### src/rtl/conv1d_weight_loader.sv
// conv1d_weight_loader
// Collects k weight words from a valid/ready stream into a staging buffer,
// then writes the whole packed vector to w with a one-cycle w_en/done strobe.
// An abort during collection discards the partial load and leaves w untouched.
module conv1d_weight_loader #(
    parameter int k  = 15,
    parameter int DW = 16
) (
    input  logic            clk,
    input  logic            rst,
    input  logic            start,
    input  logic            abort,
    input  logic [DW-1:0]   s_data,
    input  logic            s_valid,
    output logic            s_ready,
    output logic [k*DW-1:0] w,
    output logic            w_en,
    output logic            done,
    output logic            busy
);
    // One extra counter bit lets the count reach k without wrapping.
    localparam int            CW   = $clog2(k) + 1;
    localparam logic [CW-1:0] LAST = CW'(k - 1);

    typedef enum logic [1:0] {
        IDLE   = 2'd0,
        FILL   = 2'd1,
        COMMIT = 2'd2
    } state_t;

    state_t          r_state;
    state_t          w_state_nxt;
    logic [CW-1:0]   r_cnt;
    logic            r_s_ready;
    logic [DW-1:0]   r_stage [k];
    logic [k*DW-1:0] r_w;
    logic            r_w_en;
    logic            r_done;

    logic            w_hs;
    logic            w_wr;
    logic            w_commit;

    assign w_hs = s_valid & r_s_ready;

    // Next-state decode; abort outranks a simultaneous handshake.
    always_comb begin
        w_state_nxt = r_state;
        w_wr        = 1'b0;
        w_commit    = 1'b0;
        case (r_state)
            IDLE: begin
                if (start) begin
                    w_state_nxt = FILL;
                end
            end
            FILL: begin
                if (abort) begin
                    w_state_nxt = IDLE;
                end else if (w_hs) begin
                    w_wr = 1'b1;
                    if (r_cnt == LAST) begin
                        w_state_nxt = COMMIT;
                    end
                end
            end
            COMMIT: begin
                w_commit    = 1'b1;
                w_state_nxt = IDLE;
            end
            default: begin
                w_state_nxt = IDLE;
            end
        endcase
    end

    // State register, word counter and registered ready flag.
    always_ff @(posedge clk or posedge rst) begin
        if (rst) begin
            r_state   <= IDLE;
            r_cnt     <= '0;
            r_s_ready <= 1'b0;
        end else begin
            r_state   <= w_state_nxt;
            r_s_ready <= (w_state_nxt == FILL);
            if (r_state == IDLE) begin
                r_cnt <= '0;
            end else if (w_wr) begin
                r_cnt <= r_cnt + CW'(1);
            end
        end
    end

    // Staging buffer: each accepted word lands in the slot selected by the counter.
    always_ff @(posedge clk or posedge rst) begin
        if (rst) begin
            for (int i = 0; i < k; i++) begin
                r_stage[i] <= '0;
            end
        end else if (w_wr) begin
            for (int i = 0; i < k; i++) begin
                if (r_cnt == CW'(i)) begin
                    r_stage[i] <= s_data;
                end
            end
        end
    end

    // Output register: w only changes on a completed load.
    always_ff @(posedge clk or posedge rst) begin
        if (rst) begin
            r_w    <= '0;
            r_w_en <= 1'b0;
            r_done <= 1'b0;
        end else begin
            r_w_en <= w_commit;
            r_done <= w_commit;
            if (w_commit) begin
                for (int i = 0; i < k; i++) begin
                    r_w[i*DW +: DW] <= r_stage[i];
                end
            end
        end
    end

    assign s_ready = r_s_ready;
    assign w       = r_w;
    assign w_en    = r_w_en;
    assign done    = r_done;
    assign busy    = (r_state != IDLE);

endmodule

### config.mk
export PLATFORM = sky130hd
export DESIGN_NAME = conv1d_weight_loader
export DESIGN_NICKNAME = d
export VERILOG_FILES = /design/src/rtl/conv1d_weight_loader.sv
export SDC_FILE = /design/constraint.sdc
export NUM_CORES = 1
export LEC_CHECK = 0
export ABC_AREA = 1
export CORE_MARGIN = 2
export CORE_UTILIZATION = 40
export CTS_CLUSTER_DIAMETER = 50
export CTS_CLUSTER_SIZE = 16
export DETAILED_ROUTE_END_ITERATION = 10
export HOLD_SLACK_MARGIN = 0.1
export SKIP_LAST_GASP = 1
export SYNTH_ARGS = -nofsm -noshare
export SYNTH_HDL_FRONTEND = slang
export SYNTH_SLANG_ARGS = --single-unit
### constraint.sdc
create_clock -name clk -period 32.2 [get_ports clk]
set_clock_uncertainty 0.05 [all_clocks]
set_input_delay 3.22 -clock clk [delete_from_list [all_inputs] [get_ports clk]]
set_output_delay 3.22 -clock clk [all_outputs]
set_load 0.02 [all_outputs]
Fig. 1: run 1, sequential cells colored by netlist name
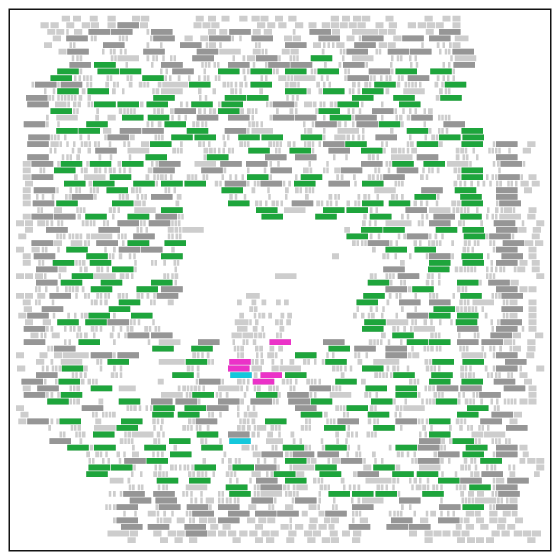
[`r_cnt`] magenta | placed flops: 5
[`r_stage`] green | placed flops: 240 | where: all over the die
[`r_state`] cyan | placed flops: 2
not colored: 242
Util after Layout: 50.0%
Flop area: 12,200 µm²
Flop+latch power: 0.633 mW

Fig. 2: run 1, cell placement
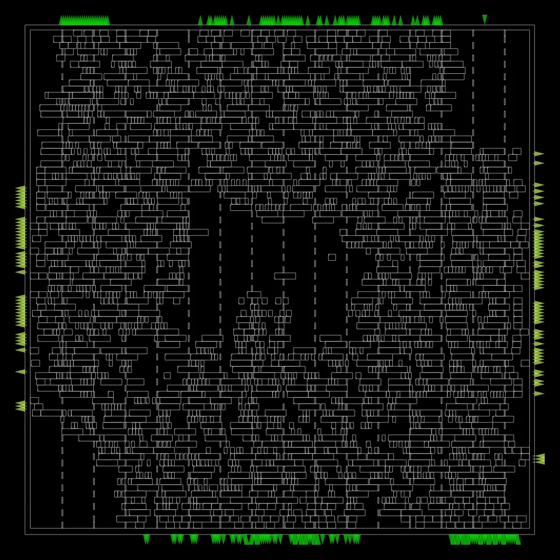
number of standard cells in the layout, taps in and fillers out: 3,012
Tapcells: 615
share of the final layout cell area in sequential cells: 51.6%

==> summary.txt, run 1 <==
Implementation run completed; key figures follow.

Clock tree:
- The run gives the number of H-tree branching levels as 2.
- The run puts the post-CTS repair timing setup buffer count at 0.
- Once the clock tree was built, the resizer swapped 0 gates to a different size.
- CTS placed an instance of sky130_fd_sc_hd__clkbuf_16 at the clock tree root.
- The run gives the count of hold-fix buffers inserted at cts as 0.

Final timing:
- The run gives the least setup slack across all paths after layout as 26.55 ns.
- Setup repair after global routing left no endpoint under its margin.
- The run puts the tightest slew margin relative to the limit at 28.6%.

Placed design:
- The run gives the half-perimeter wire length of the detailed placement result as 32.5 mm.
- Before CTS, the worst setup slack after placement is 25.87 ns.

Detailed routing:
- The run gives the number of DRC markers in iteration 0 as 1,301.
- The run puts the residual DRC count at 0.
- The run puts the final antenna-violating net count at 0.
- For this run, the detailed router reports a per-instance via density of 4.98.
- The run puts the number of detailed-routing iterations run before antenna repair at 5.

Power:
- Looking at the VDD voltage map, the peak drop is 0.0352 mV.
- The run puts the total design power at 1.26 mW.
- The run puts the leakage component of the power at 12.8 nW.

Yosys:
- The run puts the parity-gate share of the synthesized area counting xor and xnor cells at 0.0459%.
- The run gives the number of cell instances after yosys synthesis as 2,160.
- Warnings reported by Yosys during synthesis add up to 0.
- Grouping non-sequential cells by family puts the most area in simple AND/OR/NAND/NOR gates.
- The run puts the summed standard-cell area reported by yosys at 19,100 µm².
- The run gives the complex-gate fraction of the synthesized area as 0.0524%.
- The run puts the proportion of synthesized area in mux cells at 0%.
- The run puts the synthesized netlist cell count at 2,160.
- The run puts the area of the mapped netlist at 19,100 µm².

Layout:
- The run gives the count of plain and timing-repair buffers as 290.
- The run gives the fraction of area in clock buffers and inverters as 6.60%.
- The final antenna diode tally reported by the flow is 0.
- The run gives the number of logic gates as 1,527.
- The run gives the total non-filler cell area in the finished layout as 23,700 µm².
- The run gives the layout inverter count without the clock tree as 14.
- The run gives the sequential cell count as 489.
- The run gives the clock buffer instance count of the final layout as 53.
- The run gives the net count of the finished layout as 2,392.

Worst setup path:
- The arrival time of data at the worst endpoint is listed as 6.15 ns.
- The critical path endpoint has a required time of 32.70 ns.
- The run gives the reg-to-reg critical path startpoint as r_state[0].

Floorplanning:
- The run puts the top-level port count at 265.
- The run puts the horizontal die size at 223 µm.
- The run puts the floorplan-stage core utilization at 40.3%.
- The run gives the number of core rows as 80.

GRT:
- The first global-routing pass estimated 86.1 mm of wire.
- For this run the aggregate overflow at the end of global routing stands at 0.
- The run puts the initial antenna violation count at 0.

Run:
- Warnings raised by the tools during the run amount to 35.

Outcome:
- The flow ran to the end, and the final reports show no timing, DRC or antenna violations.
Fig. 3: run 1, metal 2
Bar = 50 µm.
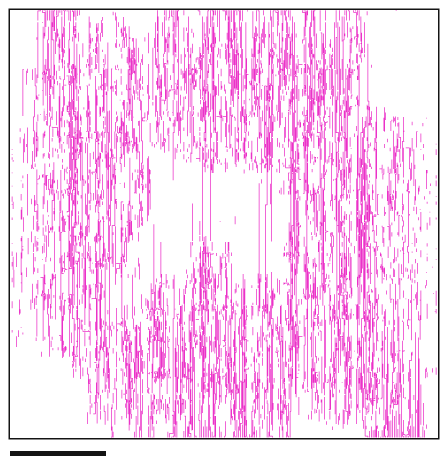
nets with wire on the layer: 1,754
longest straight run: 86.9 µm
routed wire length: 55.5 mm
met2 routing resource usage after global routing: 36.1%
number of vias in the routed layout: 15,000

[run 1: where the power goes]
part           total [mW]  internal [mW]  switching, mW
clock network       0.574          0.328          0.246
registers           0.633          0.626        0.00698
logic              0.0492         0.0106         0.0386
total                1.26          0.965          0.291
[run 1: state kept, by name, summed over array words and instances, names as in the netlist]
signal / cells
done: 1
s_ready: 1
w: 240
r_state: 2
r_stage: 240
r_cnt: 5
[run 1: layer usage]
metal	global-route usage (%)	vias to the layer above	share of wire, %
li1	-	7106	-
met1	31.3	7420	45
met2	36.1	378	48
met3	3.27	87	4.6
met4	7.32	0	2.7
met5	0	-	0
[run 1: how the worst min path moves through the flow]
stage / startpoint / end / slack [ns] / cells past startpoint
after floorplan: r_stage[0] / r_stage[0] / 0.39 / 2
after global placement: r_stage[156] / w[92] / 0.40 / 2
after detailed placement: r_stage[156] / w[92] / 0.40 / 2
after CTS: r_stage[156] / w[92] / 0.42 / 2
after global routing: r_stage[164] / w[68] / 0.43 / 2
final: r_stage[156] / w[92] / 0.41 / 2
[run 1: worst max-delay path, stage by stage]
cell,delay [ns]
sky130_fd_sc_hd__clkdlybuf4s50_1,0.49
sky130_fd_sc_hd__inv_8,0.58
sky130_fd_sc_hd__buf_12,0.54
sky130_fd_sc_hd__buf_4,0.91
[run 1: placed cells by master, fill, tap and decap left out, drive strengths merged, types with 4 or more instances in the layout]
cell type	instances
inv	21
nor2	18
ha	4
buf	26
nand2	1235
clkinv	7
dfrtp	489
clkbuf	53
bufinv	7
nand3	263
clkdlybuf4s50	264
nor3	4
[run 1: Yosys cell counts (all sizes together)]
cell	count	area [µm²]
nor3	4	42.5
xor2	1	8.76
dfrtp	489	12200
nand2	1235	4670
clkbuf	39	146
buf	91	455
ha	4	50.1
inv	14	52.6
nand3	263	1320
nor2	18	108
o21ai	2	10.0
Fig. 4: run 1, port wiring
Bar = 50 µm.
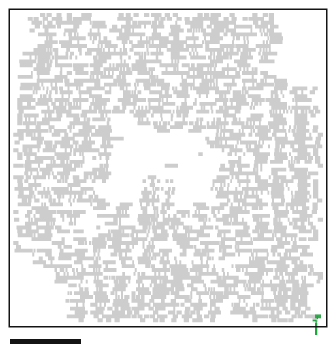

==> run 2, diff against run 1 <==
==> constraint.sdc (replaced) <==
create_clock -name clk -period 5.2 [get_ports clk]
set_clock_uncertainty 0.05 [all_clocks]
set_input_delay 0.52 -clock clk [delete_from_list [all_inputs] [get_ports clk]]
set_output_delay 0.52 -clock clk [all_outputs]
set_load 0.02 [all_outputs]
Fig. 5: run 2, port wiring
Bar = 50 µm.
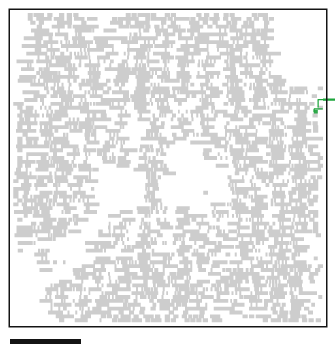
[`rst`] green | bits: 1 | direction: input | end cells: 1 | buffers: 1 | wire: 18.9 µm
Top-Level Pins: 265
number of input and output port buffers inserted: 264

==> summary.txt, run 2 <==
Implementation run completed; key figures follow.

GRT:
- The run puts the total overflow reported by the global router at 0 (unchanged).
- The initial antenna violation count came to 1 (+1).

Yosys:
- Post-synth the commonest register cell is sky130_fd_sc_hd__dfrtp_1.
- The area of the mapped netlist is 19,100 µm² (unchanged).
- The run gives the number of flops mapped to enable cells by yosys as 0 (unchanged).
- The run gives the number of cell instances after yosys synthesis as 2,160 (unchanged).
- The synthesized netlist cell count came to 2,160 (unchanged).
- The run gives the fraction of post-synthesis cell area in the top cell type by area as 64.1% (unchanged).
- Ranked by total cell area, the synthesized netlist is headed by sky130_fd_sc_hd__dfrtp_1 (64%), sky130_fd_sc_hd__nand2_1 (24%), sky130_fd_sc_hd__nand3_1 (6.9%).
- In the post-synthesis netlist, the cell with the most instances is sky130_fd_sc_hd__nand2_1.
- The synthesis run shows the most used standard cells to be sky130_fd_sc_hd__nand2_1 (1,220), sky130_fd_sc_hd__dfrtp_1 (489), sky130_fd_sc_hd__nand3_1 (263), sky130_fd_sc_hd__buf_2 (79), sky130_fd_sc_hd__clkbuf_1 (39).

Worst setup path:
- The run gives the peak per-stage delay on the critical path as 0.86 ns (-0.05 ns).
- The cell sequence reported for the critical path is inv_1 -> nand2_4 -> inv_6 -> buf_4 -> nand2_1 -> nand2_1.
- The run gives the required time of the critical path as 5.67 ns (-27.03 ns).
- The run gives the most used cell along the critical path as sky130_fd_sc_hd__nand2_1.
- The run gives the number of buffer and inverter stages on the critical path as 3 (-1).

Final timing:
- Setup repair after global routing left no endpoint under its margin.
- The run puts the tightest slew margin relative to the limit at 24.4% (-4.2 points).
- The least setup slack across all paths after layout came to 2.43 ns (-24.12 ns).

Layout:
- In the layout the commonest cells are sky130_fd_sc_hd__nand2_1 (1,219), sky130_fd_sc_hd__dfrtp_1 (489), sky130_fd_sc_hd__clkdlybuf4s50_1 (264).
- The run gives the final core area utilization as 50.3% (+0.29 points).
- The run gives the total non-filler cell area in the finished layout as 23,900 µm² (+0.58%).
- By instance count after routing, the leading logic cell type is sky130_fd_sc_hd__nand2_1.

Run:
- The run puts the number of warnings in the stage logs at 38 (+8.6%).

Power:
- The run gives the part of the power in combinational logic as 4.0% (about the same).
- The run gives the total design power as 7.83 mW (+520%).

Floorplanning:
- The run gives the number of core rows as 80 (unchanged).
- The floorplan-stage core utilization is 40.3% (unchanged).
- The run puts the horizontal die size at 223 µm (unchanged).

Detailed routing:
- The run puts the overall routed net length at 56.0 mm (+1.0%).
- The number of DRC markers in iteration 0 was 1,214 (-6.7%).
- The final antenna-violating net count is 0 (unchanged).
- The run puts the number of detailed-routing iterations run before antenna repair at 5 (unchanged).
- The run gives the average via count per standard cell as 5.02 (+0.94%).

Clock tree:
- Looking at the clock tree report, the root buffer type is sky130_fd_sc_hd__clkbuf_16.
- The run puts the post-CTS repair timing setup buffer count at 0 (unchanged).
- The number of H-tree branching levels is 2 (unchanged).
- The run gives the count of hold-fix buffers inserted at cts as 0 (unchanged).

Outcome:
- The flow ran to the end, and the final reports show no timing, DRC or antenna violations.

Placed design:
- The run puts the half-perimeter wire length of the detailed placement result at 33.5 mm (+3.0%).
==> run 2: cell count changes in the layout (fill, tap and decap cells not counted), sizes merged <==
cell	change
inv	-7
diode	+1
bufinv	-1
buf	+10
clkinv	+2
clkinvlp	+5
clkbuf	+5
==> run 2: layer usage <==
metal | track usage, % | part of all wire (%) | up-vias
met3 | 3.81 | 5.4 | 93
li1 | - | - | 7145
met2 | 37.1 | 48 | 417
met4 | 7.17 | 2.8 | 0
met1 | 31.1 | 44 | 7552
met5 | 0 | 0 | -
==> run 2: cell families after synthesis <==
logic type / share of synthesized area (%)
xor gates and xnor gates: 0.0459
DFF: 64.1
and+or+nand+nor: 32.1
buffers and inverters: 3.43
AOI/OAI and AO/OA: 0.0524
adders and majority gates: 0.262
==> run 2: power by group through the flow <==
stage                     Sequential (mW)  Clock, mW  Combinational (mW)
after floorplan                      3.99          0               0.176
after global placement               3.99          0               0.311
after detailed placement             3.99          0               0.317
after CTS                            3.92       3.66               0.318
after global routing                 3.93       3.83               0.349
final                                3.92       3.60               0.313
==> run 2: area by class of cell <==
type	instances	area [µm²]	area share, %
inverter	14	61.3	0.257
tap	615	769	3.23
clock inverter	23	324	1.36
clock buffer	58	1290	5.41
timing repair buffer	300	2950	12.4
multi-input combinational	1527	6220	26.1
sequential	489	12200	51.3
antenna	1	2.50	0.0105
==> run 2: final timing paths <==
kind / from / endpoint / depth (start not counted)
worst max-delay path: r_state[0] / w[55] / 6
worst min-delay path: r_stage[234] / w[10] / 2
worst max register to register: r_state[0] / w[55] / 6
worst min register to register: r_stage[234] / w[10] / 2
max in group asynchronous: rst / r_stage[54] / 4
min in group asynchronous: rst / w[86] / 3
Power is estimated from default activity; no workload was simulated.
